### src/rtl/mux_sel_scanner.sv
// mux_sel_scanner
// Control stage in front of an external 8:1 select mux (built as a 2:1 tree).
// It accepts one 8-bit word with a channel-enable mask and holds the word on
// the mux data inputs. It then steps the 3-bit select through the enabled
// channels, and the mux output goes downstream as one bit per transfer.
//
// Parameters:
//   SCAN_DESC  0: channels are visited in ascending index (0 -> 7)
//              1: channels are visited in descending index (7 -> 0)
//
// Ports:
//   clk        rising-edge clock
//   rst        synchronous, active-high reset
//   in_valid   upstream word valid
//   in_ready   block can accept a word (IDLE and not in reset)
//   in_data    word to serialize
//   ch_mask    channel enable mask, sampled together with in_data
//   mux_a      registered word driven onto the mux data inputs
//   mux_sel    registered select driven onto the mux
//   mux_y      combinational output of the external mux
//   out_valid  serial bit valid (SCAN and not in reset)
//   out_ready  downstream accepts the bit
//   out_bit    pass-through of mux_y
//   out_ch     channel index of the current bit (same as mux_sel)
//   out_last   current bit is the final enabled channel of the word
//   empty_err  one-cycle pulse after a word with an all-zero mask is accepted
module mux_sel_scanner #(
  parameter bit SCAN_DESC = 1'b0
) (
  input  logic       clk,
  input  logic       rst,
  input  logic       in_valid,
  output logic       in_ready,
  input  logic [7:0] in_data,
  input  logic [7:0] ch_mask,
  output logic [7:0] mux_a,
  output logic [2:0] mux_sel,
  input  logic       mux_y,
  output logic       out_valid,
  input  logic       out_ready,
  output logic       out_bit,
  output logic [2:0] out_ch,
  output logic       out_last,
  output logic       empty_err
);

  typedef enum logic {
    IDLE = 1'b0,
    SCAN = 1'b1
  } state_t;

  state_t     state;
  state_t     state_next;
  logic [7:0] mask_q;
  logic [2:0] first_ch;
  logic [2:0] next_ch;
  logic       has_next;
  logic       accept;
  logic       xfer;

  assign in_ready  = (state == IDLE) && !rst;
  assign out_valid = (state == SCAN) && !rst;
  assign accept    = in_valid && in_ready;
  assign xfer      = out_valid && out_ready;
  assign out_bit   = mux_y;
  assign out_ch    = mux_sel;
  assign out_last  = out_valid && !has_next;

  // Channel search. Each loop walks the indices opposite to the scan order,
  // so the last hit is the channel nearest the start of the scan. This gives
  // the first enabled channel of the new word and the next enabled channel
  // after the current select.
  // NOTE: every always_comb output gets a default before any conditional
  // assignment, so no path can leave a value held (no inferred latch).
  always_comb begin
    first_ch = 3'd0;
    next_ch  = mux_sel;
    has_next = 1'b0;
    if (SCAN_DESC) begin
      for (int i = 0; i < 8; i++) begin
        if (ch_mask[i]) first_ch = 3'(i);
        if (mask_q[i] && (i < int'(mux_sel))) begin
          next_ch  = 3'(i);
          has_next = 1'b1;
        end
      end
    end else begin
      for (int i = 7; i >= 0; i--) begin
        if (ch_mask[i]) first_ch = 3'(i);
        if (mask_q[i] && (i > int'(mux_sel))) begin
          next_ch  = 3'(i);
          has_next = 1'b1;
        end
      end
    end
  end

  // Next-state logic
  always_comb begin
    state_next = state;
    case (state)
      IDLE:    if (accept && (ch_mask != 8'h00)) state_next = SCAN;
      SCAN:    if (xfer && !has_next)            state_next = IDLE;
      default: state_next = IDLE;
    endcase
  end

  // NOTE: sequential state uses non-blocking assignments only, so every
  // register samples pre-edge values and there is no ordering race.
  always_ff @(posedge clk) begin
    if (rst) state <= IDLE;
    else     state <= state_next;
  end

  // Datapath registers. The word and the select stay frozen under
  // backpressure, and they keep their values after the last bit.
  always_ff @(posedge clk) begin
    if (rst) begin
      mux_a     <= 8'h00;
      mux_sel   <= 3'd0;
      mask_q    <= 8'h00;
      empty_err <= 1'b0;
    end else begin
      empty_err <= 1'b0;
      if (accept) begin
        if (ch_mask != 8'h00) begin
          mux_a   <= in_data;
          mask_q  <= ch_mask;
          mux_sel <= first_ch;
        end else begin
          // All-zero mask: the word is consumed and flagged, but not scanned.
          empty_err <= 1'b1;
        end
      end else if (xfer && has_next) begin
        mux_sel <= next_ch;
      end
    end
  end

endmodule

### config.mk
export PLATFORM = sky130hd
export DESIGN_NAME = mux_sel_scanner
export DESIGN_NICKNAME = d
export VERILOG_FILES = /design/src/rtl/mux_sel_scanner.sv
export SDC_FILE = /design/constraint.sdc
export NUM_CORES = 1
export LEC_CHECK = 0
export CAP_MARGIN = 20
export CORE_MARGIN = 3
export CORE_UTILIZATION = 46
export CTS_CLUSTER_SIZE = 12
export DETAILED_ROUTE_END_ITERATION = 7
export HOLD_SLACK_MARGIN = 0.06
export MAX_ROUTING_LAYER = met4
export PLACE_DENSITY_LB_ADDON = 0.05
export SYNTH_ARGS = -nofsm -noshare
export SYNTH_HDL_FRONTEND = slang
export SYNTH_SLANG_ARGS = --single-unit
export TNS_END_PERCENT = 50
### constraint.sdc
create_clock -name clk -period 4.2 [get_ports clk]
set_clock_uncertainty 0.1 [all_clocks]
set_input_delay 1.26 -clock clk [delete_from_list [all_inputs] [get_ports clk]]
set_output_delay 1.26 -clock clk [all_outputs]
set_load 0.05 [all_outputs]
Fig. 1: run 1, clock network drawn from the DEF
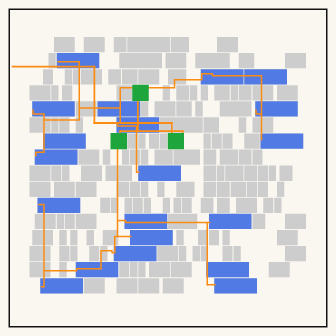
legend:
  clock drivers:
    colour: green
    count: 3
  flip-flops:
    colour: blue
    count: 20
  clock wires:
    colour: orange
    length: 235 µm
routed clock nets: 4
Latency at later pin: 300 ps
clock power share: 21.7%

Fig. 2: run 1, metal 2
Bar = 20 µm.
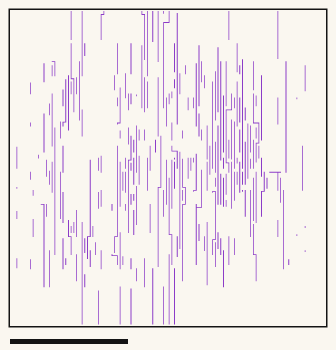
wire length on this layer: 1,230 µm
longest straight run: 21.4 µm
share of all routed wire: 50%
global routing usage on met2: 33.06%
Post-Route WL: 2450 µm
via count: 1,056

Fig. 3: run 1, signal wires on met1
Bar = 20 µm. Supply wires on this layer in grey.
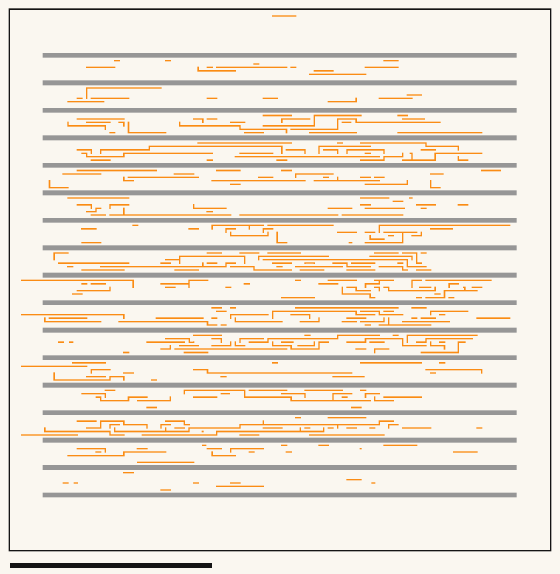
share of all routed wire: 43%
wire length on this layer: 1,060 µm
main direction: horizontal
nets with wire on the layer: 163
longest straight run: 14.3 µm
M1 GR Usage: 23.52%

==> results.yml, run 1 <==
# synthesis and place-and-route metrics
drt:
  first_pass_iters: 4
  wl_per_cell_um: 12.50
  initialDrtViolationCount: 17
  drc: 0
global_route:
  grt_overflow_total: 0
  grt_pass1_vias: 965
sta:
  timing.final.crit_share_pct: 89.00
die:
  die_width_um: 53.46
  die_area_mm2: 0.002857
min_path:
  hp-class: "reg2reg"
  hold_end: "mask_q[1]"
cts:
  cts_buffer_depth: 2
  ctsRootBufferMaster: "clkbuf_4"
  cts.sinks: 20
  cts_buffers: 3
  post-cts-setup-buffers: 0
  h-tree-depth: 1
final_layout:
  antennaDiodeCount: 0
  layout.area.seq_um2: 400.4
  comb_area_um2: 560.5
  design_area_mm2: 0.001469
  postLayoutCoreUtil_pct: 71.94
placement:
  place_congestion: 0.8532
  io_buffers: 37
  dp.cells: 192
pwr:
  p_int_mw: 0.3292
  leakage_nw: 0.5223
  irDropWorstVdd_v: 0.0002498
  p_sw_share_pct: 35.39
status:
  status: "finished, final reports clean"
yosys:
  synthArstFlopShare_pct: 0
  netlist_instances: 135
  avgSynthCellArea_um2: 7.674
  ys.flops: 20
  ys_seq_share_pct: 38.65
  synth_top_area_share_pct: 38.65
  ys_cells: 135
  ff_type: "dfxtp_1"
  post-synth-top-area-cell: "dfxtp_1"
  edf_count: 0
critical_path:
  r2r_start: "mux_sel[1]"
  end_kind: "output port"
  worstPathArrival_ps: 2380
  path_cells: "clkdlybuf4s50_1 -> nor2b_1 -> and2_1 -> buf_12"
flow_run:
  maxCapViolCount: 0
run 1: state kept, by name, indices dropped and copies added, names as in the netlist:
register and flops:
mux_a 8, mask_q 7, mux_sel 3, empty_err 1, state 1
run 1: per-layer routing:
metal	up-vias	wire length (µm)	track usage, %
met5	-	0	-
met2	34	1234	33.06
li1	530	-	-
met1	488	1062	23.52
met3	4	137	4.789
met4	0	15	5.532
run 1: cell families (layout without fill, tap and decap cells):
| family | Yosys count | in the layout | synth area share, % |
|---|---|---|---|
| DFF | 20 | 20 | 38.65 |
| buffers and inverters | 14 | 48 | 7.246 |
| and+or+nand+nor | 59 | 59 | 27.42 |
| AOI/OAI and AO/OA | 40 | 40 | 24.76 |
| muxes | 2 | 2 | 1.932 |
run 1: final cells by class:
cell class | count | share of cell area, %
Multi-Input combinational cell | 101 | 38.16
Timing Repair Buffer | 40 | 28.79
Sequential cell | 20 | 27.26
Clock buffer | 4 | 2.470
Tap cell | 27 | 2.300
Inverter | 4 | 1.022
run 1: power groups by stage:
stage | combinational (mW) | sequential, mW | clock [mW]
global route | 0.191 | 0.223 | 0.125
floorplan | 0.0938 | 0.247 | 0
CTS | 0.180 | 0.221 | 0.114
global placement | 0.177 | 0.224 | 0
finish | 0.178 | 0.221 | 0.111
detailed placement | 0.179 | 0.225 | 0
run 1: worst reg2reg max path, cell delays in order, from the launching register on:
cell and delay (ps):
dfxtp_1 530, nor2b_1 120, o21ai_0 230, and4_1 330, a21o_1 210, mux2i_1 190
run 1: cells in the final DEF, fill, tap and decap left out, drive strengths merged, types with 3 or more instances in the layout:
cell / instances
dfxtp: 20
buf: 6
o21ai: 6
a21oi: 21
inv: 4
clkbuf: 4
clkdlybuf4s50: 34
a31oi: 3
nor2: 8
nand2: 34
nor2b: 6
run 1: through the flow:
step	total power, mW	hold WS (ps)
finish	0.5095	361.8
global route	0.5383	390.1
CTS	0.5140	366.2
detailed placement	0.4036	349.4
global placement	0.4007	341.5
floorplan	0.3409	331.8
run 1: worst max-delay path by stage:
| stage | endpoint | cells after the start | start | slack, ps |
|---|---|---|---|---|
| 2_1_floorplan | out_last | 3 | rst | 20 |
| 3_3_place_gp | out_last | 4 | rst | 460 |
| 3_5_place_dp | out_last | 4 | rst | 450 |
| 4_1_cts | out_last | 4 | rst | 450 |
| 5_1_grt | out_last | 4 | rst | 350 |
| 6_report | out_last | 4 | rst | 460 |
==> run 2: changes to the inputs <==
Settings changed: CORE_UTILIZATION 46 to 43.
Clock period 4.2 ns to 4.1 ns, I/O delays scaled along.
Fig. 4: run 2, clock network drawn from the DEF
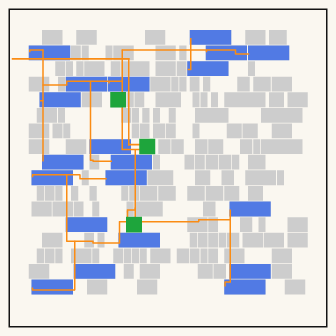
clock group total power: 0.113 mW

==> results.yml, run 2 <==
# synthesis and place-and-route metrics
cts:
  cts.sinks: 20
  h-tree-depth: 1
  clkTransAtPathRegs_ps: 110
  cts_buffer_depth: 2
  cts_buffers: 3
  post-cts-setup-buffers: 0
  clock_latency_ps: 300
  ctsRootBufferMaster: "clkbuf_4"
final_layout:
  layout_top_cells: "nand2_1, clkdlybuf4s50_1, dfxtp_1, a21oi_1, nor2_1"
  comb_area_um2: 563.0
  antennaDiodeCount: 0
  largest_register_ffs: 8
  top_regs: "mux_a: 8 flops, mask_q: 7 flops, mux_sel: 3 flops"
  layout.area.seq_um2: 400.4
  top_register: "mux_a"
placement:
  place_congestion: 0.8283
  io_buffers: 37
yosys:
  ys.flops: 20
  synthArstFlopShare_pct: 0
  ys_cells: 135
  synth_top_area_share_pct: 38.65
  netlist_instances: 135
  post-synth-top-area-cell: "dfxtp_1"
  ff_type: "dfxtp_1"
  avgSynthCellArea_um2: 7.674
  edf_count: 0
  ys_seq_share_pct: 38.65
critical_path:
  worstPathArrival_ps: 2310
  end_kind: "output port"
drt:
  drc: 0
  initialDrtViolationCount: 24
  wl_per_cell_um: 12.99
  first_pass_iters: 5
sta:
  hold_viol: 0
  timing.final.crit_share_pct: 88.68
  setup_viol: 0
global_route:
  grt_pass1_vias: 1019
  grt_overflow_total: 0
die:
  core.rowCount: 17
  die_h_um: 55.09
  die_width_um: 55.09
  die_area_mm2: 0.003034
flow_run:
  maxCapViolCount: 0
pwr:
  irDropWorstVdd_v: 0.0002701
  leakage_nw: 0.5175
min_path:
  hp-class: "reg2reg"
status:
  status: "finished, final reports clean"
Fig. 5: run 2, signal wires on met1
Bar = 20 µm. Supply wires on this layer in grey.
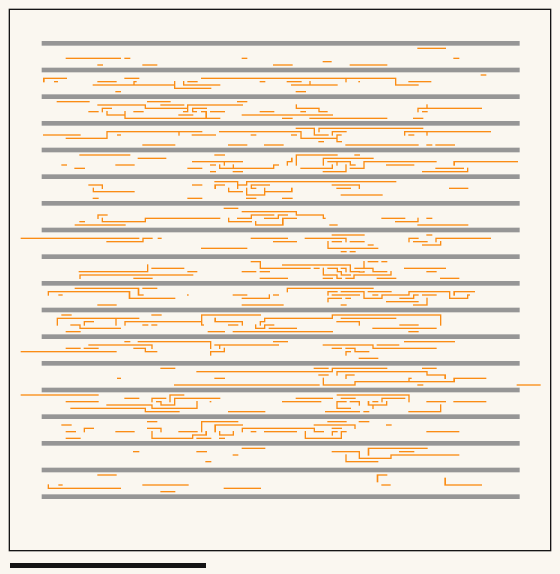
wire length on this layer: 1,070 µm
longest straight run: 19.8 µm
share of all routed wire: 42%
nets with wire on the layer: 162
main direction: horizontal
M1 GR Usage: 22.55%
Post-Route WL: 2547 µm
via count: 1,038

run 2: cell types whose count changed in the layout (fill, tap and decap cells not counted), sizes merged:
| cell | before | now |
|---|---|---|
| buf | 6 | 5 |
run 2: area by class of cell:
cell class	count	area share (%)
Sequential cell	20	27.33
Tap cell	28	2.391
Inverter	4	1.025
Multi-Input combinational cell	101	38.43
Clock buffer	4	2.477
Timing Repair Buffer	39	28.35
run 2: cell families (layout without fill, tap and decap cells):
group                  Yosys count  in the layout  synth area share (%)
muxes                            2              2                 1.932
buffers and inverters           14             47                 7.246
and+or+nand+nor                 59             59                 27.42
AOI/OAI and AO/OA               40             40                 24.76
DFF                             20             20                 38.65
run 2: stage by stage:
stage | util (%) | instances | area (µm²) | power, mW | hold slack (ps)
floorplan | - | 135 | 1039 | 0.3496 | 331.8
global placement | 63.37 | 192 | 1429 | 0.4092 | 343.5
detailed placement | 63.37 | 192 | 1429 | 0.4127 | 350.4
CTS | 64.98 | 196 | 1465 | 0.5284 | 367.9
global route | 64.98 | 196 | 1465 | 0.5500 | 386.2
finish | 64.98 | 196 | 1465 | 0.5208 | 364.6
run 2: power breakdown:
part | switching (mW) | leakage (nW) | internal [mW]
logic | 0.107 | 0.333 | 0.0748
clock network | 0.0591 | 0.0210 | 0.0541
registers | 0.0183 | 0.163 | 0.208
run 2: path summary, 6_finish.rpt:
check / to / start / slack, ps
min reg2reg: mux_a[0] / mux_a[0] / 360
max reg2reg: mux_sel[1] / mux_sel[2] / 2350
min: mux_a[0] / mux_a[0] / 360
max: in_ready / rst / 460
run 2: layer usage:
| layer | GRT usage [%] | vias up | share of wire, % |
|---|---|---|---|
| li1 | - | 525 | - |
| met1 | 22.55 | 476 | 42 |
| met2 | 35.83 | 35 | 52 |
| met3 | 3.485 | 2 | 5.6 |
| met4 | 6.478 | 0 | 0.55 |
| met5 | - | - | 0 |
run 2: worst max-delay path: stages:
cell,delay [ps]
clkdlybuf4s50_1,440
buf_4,220
nor2_1,240
buf_12,170
==> run 3: changes to the inputs <==
Settings changed: ABC_AREA set to 1, GPL_TIMING_DRIVEN set to 0.
Fig. 6: run 3, met3 routing
Cells faint in the background.
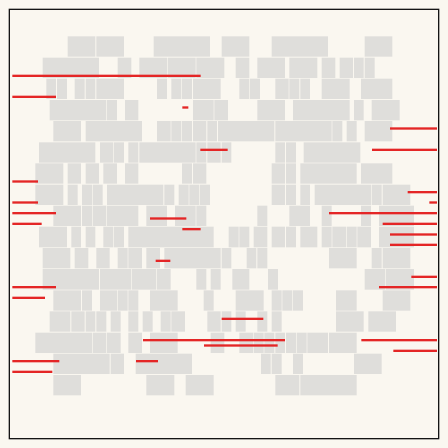
wire length on this layer: 185 µm
nets with wire on the layer: 28

==> results.yml, run 3 <==
# synthesis and place-and-route metrics
status:
  status: "finished, final reports clean"
global_route:
  use_met3_pct: 3.485
final_layout:
  layout_top_cells: "nand2_1, clkdlybuf4s50_1, nor2_1, dfxtp_1"
  largest_register_ffs: 8
  final_cell_count_no_fill: 227
  antennaDiodeCount: 0
  lay_top_count: "nand2_1"
critical_path:
  worst_path_max_delay_cell: "clkdlybuf4s50_1"
  cp_num_buf_inv: 2
  critPathTopFamily: "buffers and inverters"
  r2r-end: "mux_sel[2]"
  ff2ff_setup_slack_ps: 2590
min_path:
  hp-class: "reg2reg"
  hold_end: "mux_a[1]"
pwr:
  irDropWorstVdd_v: 0.0002486
sta:
  timing.final.crit_share_pct: 98.42
  hold_slack_ps: 394.8
yosys:
  synth-simple-area-share_pct: 35.35
  top_logic_kind: "simple AND/OR/NAND/NOR gates"
  ys_sh_mux_pct: 0
  ys_cells: 157
placement:
  dp.cells: 223
die:
  die_h_um: 55.03
cts:
  clkTransAtPathRegs_ps: 120
  post-cts-setup-buffers: 0
flow_run:
  maxCapViolCount: 0
Fig. 7: run 3, track usage over the die
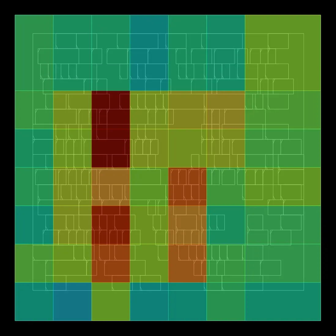
M1 GR Usage: 23.78%
global routing usage on met2: 35.63%

-- run 3: cell count changes after synthesis, moves of 6 or more --
cell and change:
nor2b_1 -6, inv_1 +9, nand3_1 +9, nor2_1 +22
o21ai_0 +7, o21ai_1 +6, a21oi_1 -12
-- run 3: cells by family (layout without fill, tap and decap cells) --
family                 Yosys count  in the layout
buffers and inverters           23             65
and+or+nand+nor                 86             86
AOI/OAI and AO/OA               28             28
DFF                             20             20
-- run 3: worst max path at each step --
stage          endpoint  slack, ps  start  depth (start not counted)
2_1_floorplan  out_last        440    rst                          1
3_3_place_gp   out_last         20    rst                          3
3_5_place_dp   out_last         10    rst                          3
4_1_cts        out_last          7    rst                          3
5_1_grt        in_ready         20    rst                          3
6_report       in_ready         60    rst                          3
-- run 3: power by group --
part	total [mW]	internal (mW)	switching (mW)
logic	0.198	0.0768	0.121
clock network	0.163	0.0988	0.0639
registers	0.225	0.210	0.0150
total	0.586	0.386	0.200
-- run 3: tightest hold or removal path: cells and delay by family, from the launching register on --
family / cells / cell delay (ps)
and+or+nand+nor: 2 / 140
DFF: 1 / 330
-- run 3: per-layer routing --
layer,up-vias,share of wire [%]
li1,575,-
met1,506,43
met2,35,49
met3,6,6.6
met4,0,1.6
met5,-,0
-- run 3: stage by stage --
stage	util (%)	area, µm²
6_report	66.81	1506
5_1_grt	66.81	1506
4_1_cts	66.59	1501
3_5_place_dp	64.26	1449
3_3_place_gp	64.26	1449
2_1_floorplan	-	1033
-- run 3: layout make-up --
class | instances | area, µm²
plain buffers | 8 | 63.81
clock buffers | 3 | 22.52
clock inverters | 1 | 30.03
fillers | 221 | 748.2
inverters | 15 | 56.30
multi-input cells | 114 | 513.0
flip-flops and latches | 20 | 400.4
well taps | 28 | 35.03
repair buffers | 38 | 385.4
No activity file was given, so power comes from the tool's default toggle rates.
